==> src/rtl/mac_conv_seq_param_if.sv <==
// Start/operand and result handshake bundle for mac_conv_seq_param.
interface mac_conv_seq_param_if #(
  parameter int N    = 8,
  parameter int TAPS = 9
);
  logic              st;
  logic [N*TAPS-1:0] pix;
  logic [N*TAPS-1:0] k;
  logic              busy;
  logic [N-1:0]      out;
  logic              out_valid;
  logic              out_ready;

  modport master (
    output st, pix, k, out_ready,
    input  busy, out, out_valid
  );

  modport slave (
    input  st, pix, k, out_ready,
    output busy, out, out_valid
  );
endinterface

==> src/rtl/mac_conv_seq_param.sv <==
// Sequential single-multiplier MAC: TAPS cycles per pixel, result held in HOLD until out_ready.
// Optional macro SAT_EN clamps the scaled result to 2^N-1 instead of truncating.
module mac_conv_seq_param #(
  parameter int N     = 8,
  parameter int TAPS  = 9,
  parameter int SHIFT = 7
) (
  input logic                  clk,
  input logic                  rst,
  mac_conv_seq_param_if.slave  bus
);
  localparam int ACC_W = 2 * N + $clog2(TAPS);
  localparam int CNT_W = $clog2(TAPS);

  typedef enum logic [1:0] {IDLE, RUN, HOLD} state_t;

  state_t             state, state_nx;
  logic [N*TAPS-1:0]  pix_l, k_l;
  logic [ACC_W-1:0]   acc, acc_nx;
  logic [CNT_W-1:0]   cnt;
  logic [N-1:0]       out_r;
  logic [N-1:0]       pa, pb;
  logic [2*N-1:0]     prod;
  logic               load, last;

  always_ff @(posedge clk) begin
    if (!rst) state <= IDLE;
    else      state <= state_nx;
  end

  always_comb begin
    state_nx = state;
    load     = 1'b0;
    last     = 1'b0;
    case (state)
      IDLE: begin
        if (bus.st) begin
          load     = 1'b1;
          state_nx = RUN;
        end
      end
      RUN: begin
        if (cnt == CNT_W'(TAPS - 1)) begin
          last     = 1'b1;
          state_nx = HOLD;
        end
      end
      HOLD: begin
        // st only matters once the current result has been taken
        if (bus.out_ready) begin
          if (bus.st) begin
            load     = 1'b1;
            state_nx = RUN;
          end else begin
            state_nx = IDLE;
          end
        end
      end
      default: state_nx = IDLE;
    endcase
  end

  always_comb begin
    pa     = pix_l[int'(cnt) * N +: N];
    pb     = k_l[int'(cnt) * N +: N];
    prod   = pa * pb;
    acc_nx = acc + ACC_W'(prod);
  end

  // Operand snapshot; contents are don't-care until the first load.
  always_ff @(posedge clk) begin
    if (load) begin
      pix_l <= bus.pix;
      k_l   <= bus.k;
    end
  end

`ifdef SAT_EN
  localparam logic [ACC_W-1:0] MAXV = {{(ACC_W - N){1'b0}}, {N{1'b1}}};
  logic [N-1:0] scaled;
  assign scaled = ((acc_nx >> SHIFT) > MAXV) ? {N{1'b1}} : N'(acc_nx >> SHIFT);
`else
  logic [N-1:0] scaled;
  assign scaled = N'(acc_nx >> SHIFT);
`endif

  always_ff @(posedge clk) begin
    if (!rst) begin
      acc   <= '0;
      cnt   <= '0;
      out_r <= '0;
    end else if (load) begin
      acc <= '0;
      cnt <= '0;
    end else if (state == RUN) begin
      acc <= acc_nx;
      cnt <= cnt + 1'b1;
      if (last) out_r <= scaled;
    end
  end

  assign bus.out       = out_r;
  assign bus.out_valid = (state == HOLD);
  assign bus.busy      = (state == RUN);
endmodule

==> src/flat_wrapper.sv <==
// flat-port wrapper written by rule: the top's interface ports become plain ports
module mac_conv_seq_param_flat 
#(
  parameter int N     = 8,
  parameter int TAPS  = 9,
  parameter int SHIFT = 7
)
  (clk, rst, bus_st, bus_pix, bus_k, bus_out_ready, bus_busy, bus_out, bus_out_valid);
  mac_conv_seq_param_if #(.N(N), .TAPS(TAPS)) bus_i ();
  input logic clk;
  input logic rst;
  input wire logic [$bits(bus_i.st)-1:0] bus_st;
  input wire logic [$bits(bus_i.pix)-1:0] bus_pix;
  input wire logic [$bits(bus_i.k)-1:0] bus_k;
  input wire logic [$bits(bus_i.out_ready)-1:0] bus_out_ready;
  output wire logic [$bits(bus_i.busy)-1:0] bus_busy;
  output wire logic [$bits(bus_i.out)-1:0] bus_out;
  output wire logic [$bits(bus_i.out_valid)-1:0] bus_out_valid;
  assign bus_i.st = bus_st;
  assign bus_i.pix = bus_pix;
  assign bus_i.k = bus_k;
  assign bus_i.out_ready = bus_out_ready;
  assign bus_busy = bus_i.busy;
  assign bus_out = bus_i.out;
  assign bus_out_valid = bus_i.out_valid;
  mac_conv_seq_param #(.N(N), .TAPS(TAPS), .SHIFT(SHIFT)) u_core (.clk(clk), .rst(rst), .bus(bus_i));
endmodule
==> config.mk <==
export PLATFORM = sky130hd
export DESIGN_NAME = mac_conv_seq_param_flat
export DESIGN_NICKNAME = d
export VERILOG_FILES = /design/src/rtl/mac_conv_seq_param_if.sv /design/src/rtl/mac_conv_seq_param.sv /design/src/flat_wrapper.sv
export SDC_FILE = /design/constraint.sdc
export NUM_CORES = 1
export LEC_CHECK = 0
export ABC_AREA = 1
export CAP_MARGIN = 0
export CORE_AREA = 2 2 141 143
export DETAILED_ROUTE_END_ITERATION = 16
export DIE_AREA = 0 0 143 145
export PLACE_DENSITY = 0.77
export SETUP_SLACK_MARGIN = 0.5
export SYNTH_ARGS = -nofsm -noshare
export SYNTH_HDL_FRONTEND = slang
export SYNTH_SLANG_ARGS = --single-unit
==> constraint.sdc <==
create_clock -name clk -period 8.9 [get_ports clk]
set_input_delay 0.89 -clock clk [delete_from_list [all_inputs] [get_ports clk]]
set_output_delay 0.89 -clock clk [all_outputs]
set_load 0.005 [all_outputs]
==> run_1/io_fan.png <==
(3 px per µm)
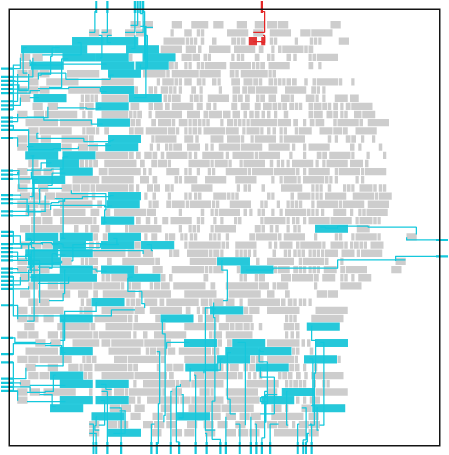
Key: cyan = bus_k [direction input, end cells 72, wire 2170 µm]; red = rst [direction input, end cells 2, wire 18.7 µm]

==> run_1/clk_routes.png <==
(2 px per µm)
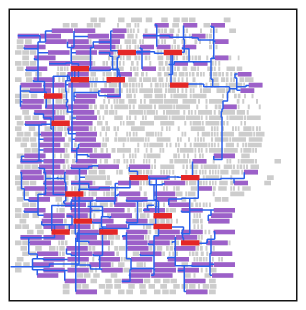
Key: blue = clock wires [length 2020 µm]; purple = flip-flops [count 173]; red = clock drivers [count 17]
There are 18 routed clock nets.
clock latency on the worst-skew pair: 0.44 ns
Layout Skew: 0.02052 ns
Clock power frac: 0.242
clock-net power: 0.730 mW

==> flow_summary.toml, run 1 <==
# generated from flow reports
[run_status]
status = "finished, final reports clean"

[cells_and_area]
syn2layout_area_growth_pct = 25.03
register_area_mm2 = 0.004906
nNetsFinal = 1286
top_regs = "u_core.k_l (72), u_core.pix_l (72), u_core.acc (15)"
fin_cells = 1332
final_cell_mix = "174 x inv_1, 157 x clkdlybuf4s50_1, 144 x edfxtp_1"
final_area_mm2 = 0.01165
mostFrequentLayoutCell = "inv_1"
postLayoutCoreUtil = 0.6068
combGateArea_mm2 = 0.003540
drive_gt1_frac = 0.06191

[synth]
yosys-stat-cells = 904
top_cell = "inv_1"
synth_nets = 1135
edf_count = 144
yosysSeqAreaShare = 0.5262
yosysTopAreaCellShare = 0.4639
yosysTopAreaCell = "edfxtp_1"
syn_avg_cell_area_um2 = 10.31
syn-cell-area_mm2 = 0.009321
ys.flop_type = "edfxtp_1"
ys.flops = 173
syn_inst = 904
synthMuxAreaShare = 0
common_cells = "174 x inv_1, 144 x edfxtp_1, 139 x nand2_1"
ys_sh_aoi = 0.09181
logic_family = "adder cells"
ys_chip_area_mm2 = 0.009321
synthAdderAreaFrac = 0.1509
yosys_warnings = 0
synth-xor-area-share = 0.01128
top_cells_by_area = "edfxtp_1 46%, fa_1 11%, inv_1 7.0%"
ys_sh_simple = 0.1246
ys_types = 35
async_flop_share = 0

[power_and_ir_drop]
p_leak_nw = 5.037
internal_power_mw = 1.866
top_power_group = "combinational cells"
p_comb_mw = 1.32
power.share.sequential = 0.319
vdd_drop_max_v = 0.0002127
p_seq_mw = 0.961
power_mw = 3.015
p_switching_mw = 1.149
swShare = 0.3812
combPwrFrac = 0.439
p_per_area_mw_per_mm2 = 258.7

[place]
dp_cells = 1301
routabilityCongestion = 0.9691
place_ws_ns = 3.116
hpwl_um = 15640
placed_area_mm2 = 0.01109
port_buffers = 157

[clocking]
cts_resized = 0
post_cts_buffers = 0
hold_buffers = 0
cts_max_path_buffers = 2
clkSlewWorstSetupHoldPaths_ns = 0.07
root_buffer = "clkbuf_16"
cts_tree = "built"
cts.sinks = 173
cts_made_buffers = 17
htreeDepth = 4

[worst_hold_path]
hold_class = "register to register"

[route]
routedWlPerCell_um = 16.13
viasPerCell = 5.150
wl_met1_um = 8783
met3_length_um = 1304
first_pass_iters = 7
ant_nets = 0
routed_wl_um = 21480
routed.top_layer = "met4"
wl_met2_um = 10890
vias = 6860
drt_iter0_drc = 647
route.detailed.drc = 0

[final_timing]
rsz0062_at_grt = "no"
fin_crit_ns = 5.924
timing.final.setup_violations = 0
drv_slew = 0
finalClockPeriodUsage = 0.6657
fmax_ghz = 0.1688
holdWs_ns = 0.4676
hold_violations = 0
setup_tns_ns = 0
tightestPinTransition_ns = 1.143
slew_headroom = 0.2383
setup_ws_ns = 2.976

[critical_path]
worst-path-buf-inv = 8
critPathKind = "register to register"
slowest_stage = "clkinv_2"
worstPathMaxFanout = 36
end_kind = "register"
cp_cell_sequence = "buf_4 -> clkinv_2 -> o21ai_0 -> o22ai_1 -> o211ai_1 -> nand2_1 -> nand2_1 -> inv_1 -> fa_1 -> inv_1 -> fa_1 -> inv_1 -> fa_1 -> inv_1 -> fa_1 -> inv_1 -> ha_1 -> a21oi_1 -> o21ai_1 -> a21oi_1 -> o21bai_1 -> xor2_1 -> o21ai_1 -> inv_1"
cp-start-kind = "register"
crit_top_cell = "inv_1"
cp_data_required_time_ns = 9.22
crit_arrival_ns = 6.25
cpLargestDelayFamily = "adder cells"
max_stage_delay_ns = 0.54

[die]
coreArea_mm2 = 0.01921
dieHeight_um = 145
rows = 51
ios = 158
die_x_um = 143
dieArea_mm2 = 0.02074
fp_util = 0.4853

[global_routing]
grtUsageTotal = 0.2162
grt_overflow_total = 0
use_met1 = 0.2733
grt_pass1_vias = 7049
grt_pass1_wl_um = 34780
grt_max_degree = 82
grt_use_met3 = 0.04158
gr-max-usage-layer = "met2"
grt_use_met2 = 0.3701
antenna_found_initial = 1

[run]
maxCapViolations = 0
warnings = 27
==> run_1/flops_by_reg.png <==
(2 px per µm) Other sequential cells in the stronger gray, the rest of the logic in the fainter gray.
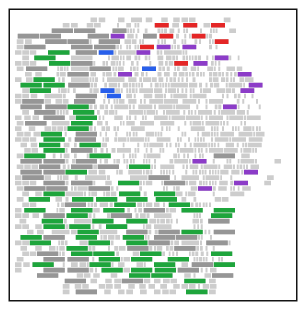
Key: purple = u_core.acc [sequential cells 15]; blue = u_core.cnt [sequential cells 4]; red = u_core.bus.out [sequential cells 8, where top center]; green = u_core.pix_l [sequential cells 72]

==> run_1/placement.png <==
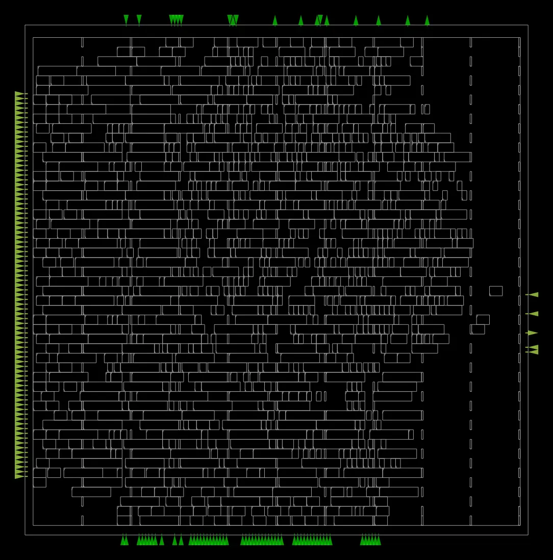
fillers: 1530
seq_cells: 173
Seq/total area: 0.4209

run 1: final cells by class:
type                            count  area share
Tap cell                          265     0.02845
Multi-Input combinational cell    516      0.3037
Clock buffer                       17     0.03650
Antenna cell                        1   0.0002147
Sequential cell                   173      0.4209
Timing Repair Buffer              163      0.1387
Clock inverter                     13     0.01213
Inverter                          184     0.05937
run 1: path summary, 6_finish.rpt:
path	startpoint	end	slack, ns	cells past startpoint
setup / recovery	u_core.cnt[1]	u_core.bus.out[5]	2.98	24
hold / removal	u_core.acc[1]	u_core.acc[1]	0.47	2
setup reg to reg	u_core.cnt[1]	u_core.bus.out[5]	2.98	24
hold reg to reg	u_core.acc[1]	u_core.acc[1]	0.47	2
==> run 2: changes to the inputs <==
--- a/config.mk
+++ b/config.mk
@@ -7,10 +7,10 @@
 export LEC_CHECK = 0
 export ABC_AREA = 1
 export CAP_MARGIN = 0
-export CORE_AREA = 2 2 141 143
+export CORE_AREA = 2 2 135 137
 export DETAILED_ROUTE_END_ITERATION = 16
-export DIE_AREA = 0 0 143 145
-export PLACE_DENSITY = 0.77
+export DIE_AREA = 0 0 137 139
+export PLACE_DENSITY = 0.8
 export SETUP_SLACK_MARGIN = 0.5
 export SYNTH_ARGS = -nofsm -noshare
 export SYNTH_HDL_FRONTEND = slang
==> constraint.sdc (replaced) <==
create_clock -name clk -period 5.9 [get_ports clk]
set_input_delay 0.59 -clock clk [delete_from_list [all_inputs] [get_ports clk]]
set_output_delay 0.59 -clock clk [all_outputs]
set_load 0.005 [all_outputs]
==> run_2/clk_routes.png <==
(2 px per µm)
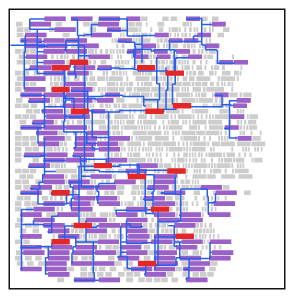
Key: blue = clock wires [length 2100 µm]; red = clock drivers [count 17]; purple = flip-flops [count 173]
There are 18 routed clock nets.
Clock power frac: 0.237
Layout Skew: 0.009884 ns
clock-net power: 1.13 mW

==> run 2 against run 1 <==
Against the previous run:
- core utilization up 6.6 points
- clock skew down 0.011 ns
- critical path type unchanged
- critical endpoint is now u_core.bus.out[6]
- setup slack got worse by 2.3 ns
- hold slack better by 0.0037 ns
- via count grew 2.5%
- power is 58% higher
- die size fell by 8.2%
==> flow_summary.toml, run 2 <==
# generated from flow reports
[run_status]
status = "finished, final reports clean"

[route]
ant_nets = 0
routedWlPerCell_um = 17.45
routed_wl_um = 22810
viasPerCell = 5.378
vias = 7029
route.detailed.drc = 0
drt_iter0_drc = 597
first_pass_iters = 5

[synth]
ys.flop_type = "edfxtp_1"
syn-cell-area_mm2 = 0.009321
yosysTopAreaCell = "edfxtp_1"
ys_chip_area_mm2 = 0.009321
top_cell = "inv_1"
async_flop_share = 0
synth_nets = 1135
edf_count = 144
ys_types = 35
yosys_warnings = 0
syn_inst = 904
yosysTopAreaCellShare = 0.4639
syn_avg_cell_area_um2 = 10.31
yosys-stat-cells = 904
top_cells_by_area = "edfxtp_1 46%, fa_1 11%, inv_1 7.0%"
common_cells = "174 x inv_1, 144 x edfxtp_1, 139 x nand2_1"
yosysSeqAreaShare = 0.5262

[critical_path]
end_kind = "register"
cp-start-kind = "register"
max_stage_delay_ns = 0.54
worst-path-buf-inv = 6
worstPathMaxFanout = 34
timing.reg2reg.setup_slack_ns = 0.66
worstRegToRegCells = 21
r2r_start = "u_core.cnt[1]"
cpLargestDelayFamily = "adder cells"
crit_path_end = "u_core.bus.out[6]"
cp_cell_sequence = "inv_4 -> o21ai_0 -> o221ai_1 -> nand3_1 -> nand2_4 -> nand2_1 -> fa_1 -> inv_1 -> fa_1 -> inv_1 -> fa_1 -> fa_1 -> inv_1 -> ha_1 -> inv_1 -> nor3_2 -> nand3_1 -> nand4_1 -> nand3_1 -> o211ai_1 -> inv_1"
startpoint = "u_core.cnt[1]"
cp_data_required_time_ns = 6.23
crit_cells = 21
crit_arrival_ns = 5.57
critPathKind = "register to register"
r2r-end = "u_core.bus.out[6]"

[power_and_ir_drop]
p_leak_nw = 5.135
power_mw = 4.765
vdd_drop_max_v = 0.0003298
p_per_area_mw_per_mm2 = 401.1

[die]
dieArea_mm2 = 0.01904
ios = 158
taps = 229
dieHeight_um = 139
coreArea_mm2 = 0.01766
fp_util = 0.5279
die_x_um = 137
rows = 49

[final_timing]
tightestPinTransition_ns = 0.9213
fmax_ghz = 0.1909
hold_violations = 0
slew_headroom = 0.3858
rsz0062_at_grt = "no"
finalClockPeriodUsage = 0.8880
fin_crit_ns = 5.239
timing.final.setup_violations = 0
setup_tns_ns = 0
drv_slew = 0

[cells_and_area]
combGateArea_mm2 = 0.003637
fin_cells = 1307
buffer_area_frac = 0.1466
drive_gt1_frac = 0.08635
comb_area_frac = 0.3062
diodes = 1
top_regs = "u_core.k_l (72), u_core.pix_l (72), u_core.acc (15)"
layout.non_clock_buffers = 172
dominant_cells = "registers"
nNetsFinal = 1296
sh_seq_area = 0.4133
comb_cells = 516
final_area_mm2 = 0.01188
final_cell_mix = "174 x inv_1, 157 x clkdlybuf4s50_1, 144 x edfxtp_1"
flop-count = 173
postLayoutCoreUtil = 0.6728
fillerInstances = 1291
mostFrequentLayoutCell = "inv_1"
clock_area_frac = 0.04929
register_area_mm2 = 0.004910

[global_routing]
antenna_found_initial = 1
grt_pass1_vias = 7443
grtUsageTotal = 0.2471
grt_overflow_total = 0
grt_max_degree = 74
grt_pass1_wl_um = 36020

[clocking]
htreeDepth = 4
clk_latency_ns = 0.44
cts_max_path_buffers = 2
cts_made_buffers = 17
clkSlewWorstSetupHoldPaths_ns = 0.07
cts_resized = 4
cts.sinks = 173
post_cts_buffers = 0
root_buffer = "clkbuf_16"
hold_buffers = 0

[place]
place_ws_ns = 0.4049
placed_area_mm2 = 0.01108
hpwl_um = 16150
port_buffers = 157

[worst_hold_path]
hold_path_depth = 2
holdCritStartpoint = "u_core.acc[3]"
hold_class = "register to register"
timing.hold.worst_endpoint = "u_core.acc[3]"

[run]
warnings = 27
==> run_2/io_fan.png <==
(3 px per µm)
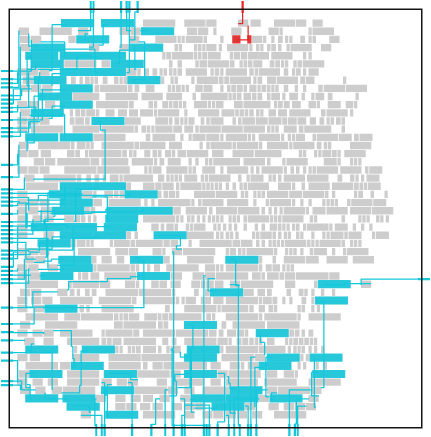
Key: red = rst [direction input, end cells 2, wire 14.1 µm]; cyan = bus_k [direction input, end cells 72, wire 2100 µm]

-- run 2: report_power, final --
group | total [mW] | switching (mW) | leakage [nW] | internal, mW
logic | 2.18 | 1.35 | 3.25 | 0.833
registers | 1.45 | 0.0326 | 1.62 | 1.42
clock network | 1.13 | 0.498 | 0.273 | 0.632
-- run 2: per-layer routing --
layer,wire length (µm),up-vias,GRT usage,share of wire
li1,-,3274,-,-
met1,8260,3351,0.2910,0.36
met2,12030,343,0.4237,0.53
met3,1757,61,0.05921,0.077
met4,758,0,0.1139,0.033
met5,0,-,0,0
-- run 2: cells by family after synthesis --
group,Yosys count,synth area share
simple gates,280,0.1246
buf+inv,215,0.09530
flops,173,0.5262
compound gates,141,0.09181
fa+ha+maj,83,0.1509
xor+xnor,12,0.01128
==> run 3: changes to the inputs <==
--- a/config.mk
+++ b/config.mk
@@ -11,6 +11,7 @@
 export DETAILED_ROUTE_END_ITERATION = 16
 export DIE_AREA = 0 0 137 139
 export PLACE_DENSITY = 0.8
+export RECOVER_POWER = 25
 export SETUP_SLACK_MARGIN = 0.5
 export SYNTH_ARGS = -nofsm -noshare
 export SYNTH_HDL_FRONTEND = slang
==> run_3/placement.png <==
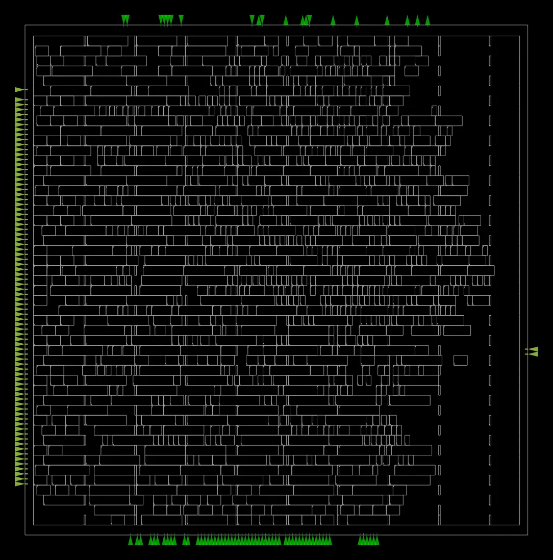
# Taps: 229
row count: 49
final core utilization: 0.6730

==> run_3/clk_routes.png <==
(2 px per µm)
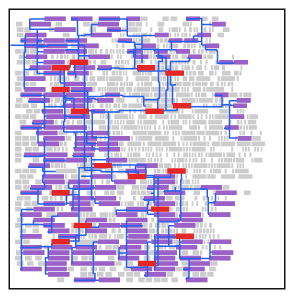
Key: red = clock drivers [count 17]; purple = flip-flops [count 173]; blue = clock wires [length 2090 µm]
There are 18 routed clock nets.
Layout Skew: 0.01211 ns
Clock power frac: 0.238

==> run 3 against run 2 <==
Against the previous run:
- sequential power hardly changed
- largest cell class unchanged
- maximum frequency is 0.17% lower
- power shrank 0.26%
- hold slack about the same
- die size did not move
- clock-buffer cell count unchanged
- largest power group unchanged
- area after synthesis unchanged
- cell area about the same
==> flow_summary.toml, run 3 <==
# generated from flow reports
[run_status]
status = "finished, final reports clean"

[final_timing]
hold_violations = 0
fmax_ghz = 0.1906
slew_headroom = 0.3855
tightestPinTransition_ns = 0.9217
finalClockPeriodUsage = 0.8895
setup_tns_ns = 0
drv_slew = 0
holdWs_ns = 0.4715
rsz0062_at_grt = "no"
fin_crit_ns = 5.248
setup_ws_ns = 0.6522
timing.final.setup_violations = 0

[die]
die_x_um = 137
ios = 158
fp_util = 0.5279
coreArea_mm2 = 0.01766
dieHeight_um = 139
dieArea_mm2 = 0.01904

[synth]
ys_types = 35
yosys-stat-cells = 904
synth_nets = 1135
edf_count = 144
ys_sh_simple = 0.1246
ys_chip_area_mm2 = 0.009321
yosysSeqAreaShare = 0.5262
ys.flop_type = "edfxtp_1"
synthAdderAreaFrac = 0.1509
top_cells_by_area = "edfxtp_1 46%, fa_1 11%, inv_1 7.0%"
common_cells = "174 x inv_1, 144 x edfxtp_1, 139 x nand2_1"
yosysTopAreaCell = "edfxtp_1"
ys.flops = 173
synth-xor-area-share = 0.01128
ys_sh_aoi = 0.09181
syn-cell-area_mm2 = 0.009321
yosysTopAreaCellShare = 0.4639
top_cell = "inv_1"
yosys_warnings = 0
syn_inst = 904
syn_avg_cell_area_um2 = 10.31
synthMuxAreaShare = 0
async_flop_share = 0
logic_family = "adder cells"

[clocking]
htreeDepth = 4
root_buffer = "clkbuf_16"
cts_tree = "built"
cts_max_path_buffers = 2
clkSlewWorstSetupHoldPaths_ns = 0.07
hold_buffers = 0
cts_made_buffers = 17
post_cts_buffers = 0
clk_latency_ns = 0.44
cts_resized = 4
cts.sinks = 173

[power_and_ir_drop]
power_mw = 4.752
power.share.sequential = 0.306
p_comb_mw = 2.17
p_per_area_mw_per_mm2 = 399.9
powerClk_mw = 1.13
top_power_group = "combinational cells"
swShare = 0.3949
internal_power_mw = 2.875
p_switching_mw = 1.877
p_seq_mw = 1.45
vdd_drop_max_v = 0.0003277
combPwrFrac = 0.456
p_leak_nw = 5.156

[place]
placed_area_mm2 = 0.01108
place_ws_ns = 0.4049
routabilityCongestion = 0.8771
port_buffers = 157
hpwl_um = 16150
dp_cells = 1268

[global_routing]
grt_use_met2 = 0.4237
use_met1 = 0.2910
grt_overflow_total = 0
antenna_found_initial = 2
gr-max-usage-layer = "met2"
grt_pass1_vias = 7443
grt_use_met3 = 0.05921
grt_max_degree = 74
grtUsageTotal = 0.2471
grt_pass1_wl_um = 36020

[critical_path]
worstPathMaxFanout = 34
slowest_stage = "fa_1"
crit_top_cell = "inv_1"
cpLargestDelayFamily = "adder cells"
crit_arrival_ns = 5.58
cp_data_required_time_ns = 6.23
critPathKind = "register to register"
end_kind = "register"
max_stage_delay_ns = 0.54
cp-start-kind = "register"
cp_cell_sequence = "inv_4 -> o21ai_0 -> o221ai_1 -> nand3_1 -> nand2_4 -> nand2_1 -> fa_1 -> inv_1 -> fa_1 -> inv_1 -> fa_1 -> fa_1 -> inv_1 -> ha_1 -> inv_1 -> nor3_2 -> nand3_1 -> nand4_1 -> nand3_1 -> o211ai_1 -> inv_1"
worst-path-buf-inv = 6

[route]
wl_met2_um = 12100
routed.top_layer = "met4"
met3_length_um = 1584
wl_met1_um = 8415
route.detailed.drc = 0
first_pass_iters = 7
ant_nets = 0
viasPerCell = 5.363
drt_iter0_drc = 616
routed_wl_um = 22800
vias = 7015
routedWlPerCell_um = 17.43

[run]
maxCapViolations = 0
warnings = 27

[cells_and_area]
syn2layout_area_growth_pct = 27.48
final_cell_mix = "174 x inv_1, 144 x edfxtp_1, 138 x nand2_1"
fin_cells = 1308
drive_gt1_frac = 0.08635
nNetsFinal = 1296
mostFrequentLayoutCell = "inv_1"
final_area_mm2 = 0.01188
top_regs = "u_core.k_l (72), u_core.pix_l (72), u_core.acc (15)"

[worst_hold_path]
hold_class = "register to register"
-- run 3: cell counts after synthesis --
No cell type changed its count.
-- run 3: final cells by class --
type,instances,area [µm²]
Fill cell,1289,5774
Sequential cell,173,4910
Multi-Input combinational cell,516,3637
Timing Repair Buffer,172,1742
Inverter,184,708.2
Clock buffer,18,429.2
Tap cell,229,286.5
Clock inverter,13,156.4
Timing Repair inverter,1,8.758
Antenna cell,2,5.005
-- run 3: path summary, 6_finish.rpt --
check,to,depth (start not counted),start,slack (ns)
max reg2reg,u_core.bus.out[6],21,u_core.cnt[1],0.65
max,u_core.bus.out[6],21,u_core.cnt[1],0.65
min,u_core.acc[3],2,u_core.acc[3],0.47
min reg2reg,u_core.acc[3],2,u_core.acc[3],0.47
Power figures rest on the tool's default switching activity, not on a simulated workload.
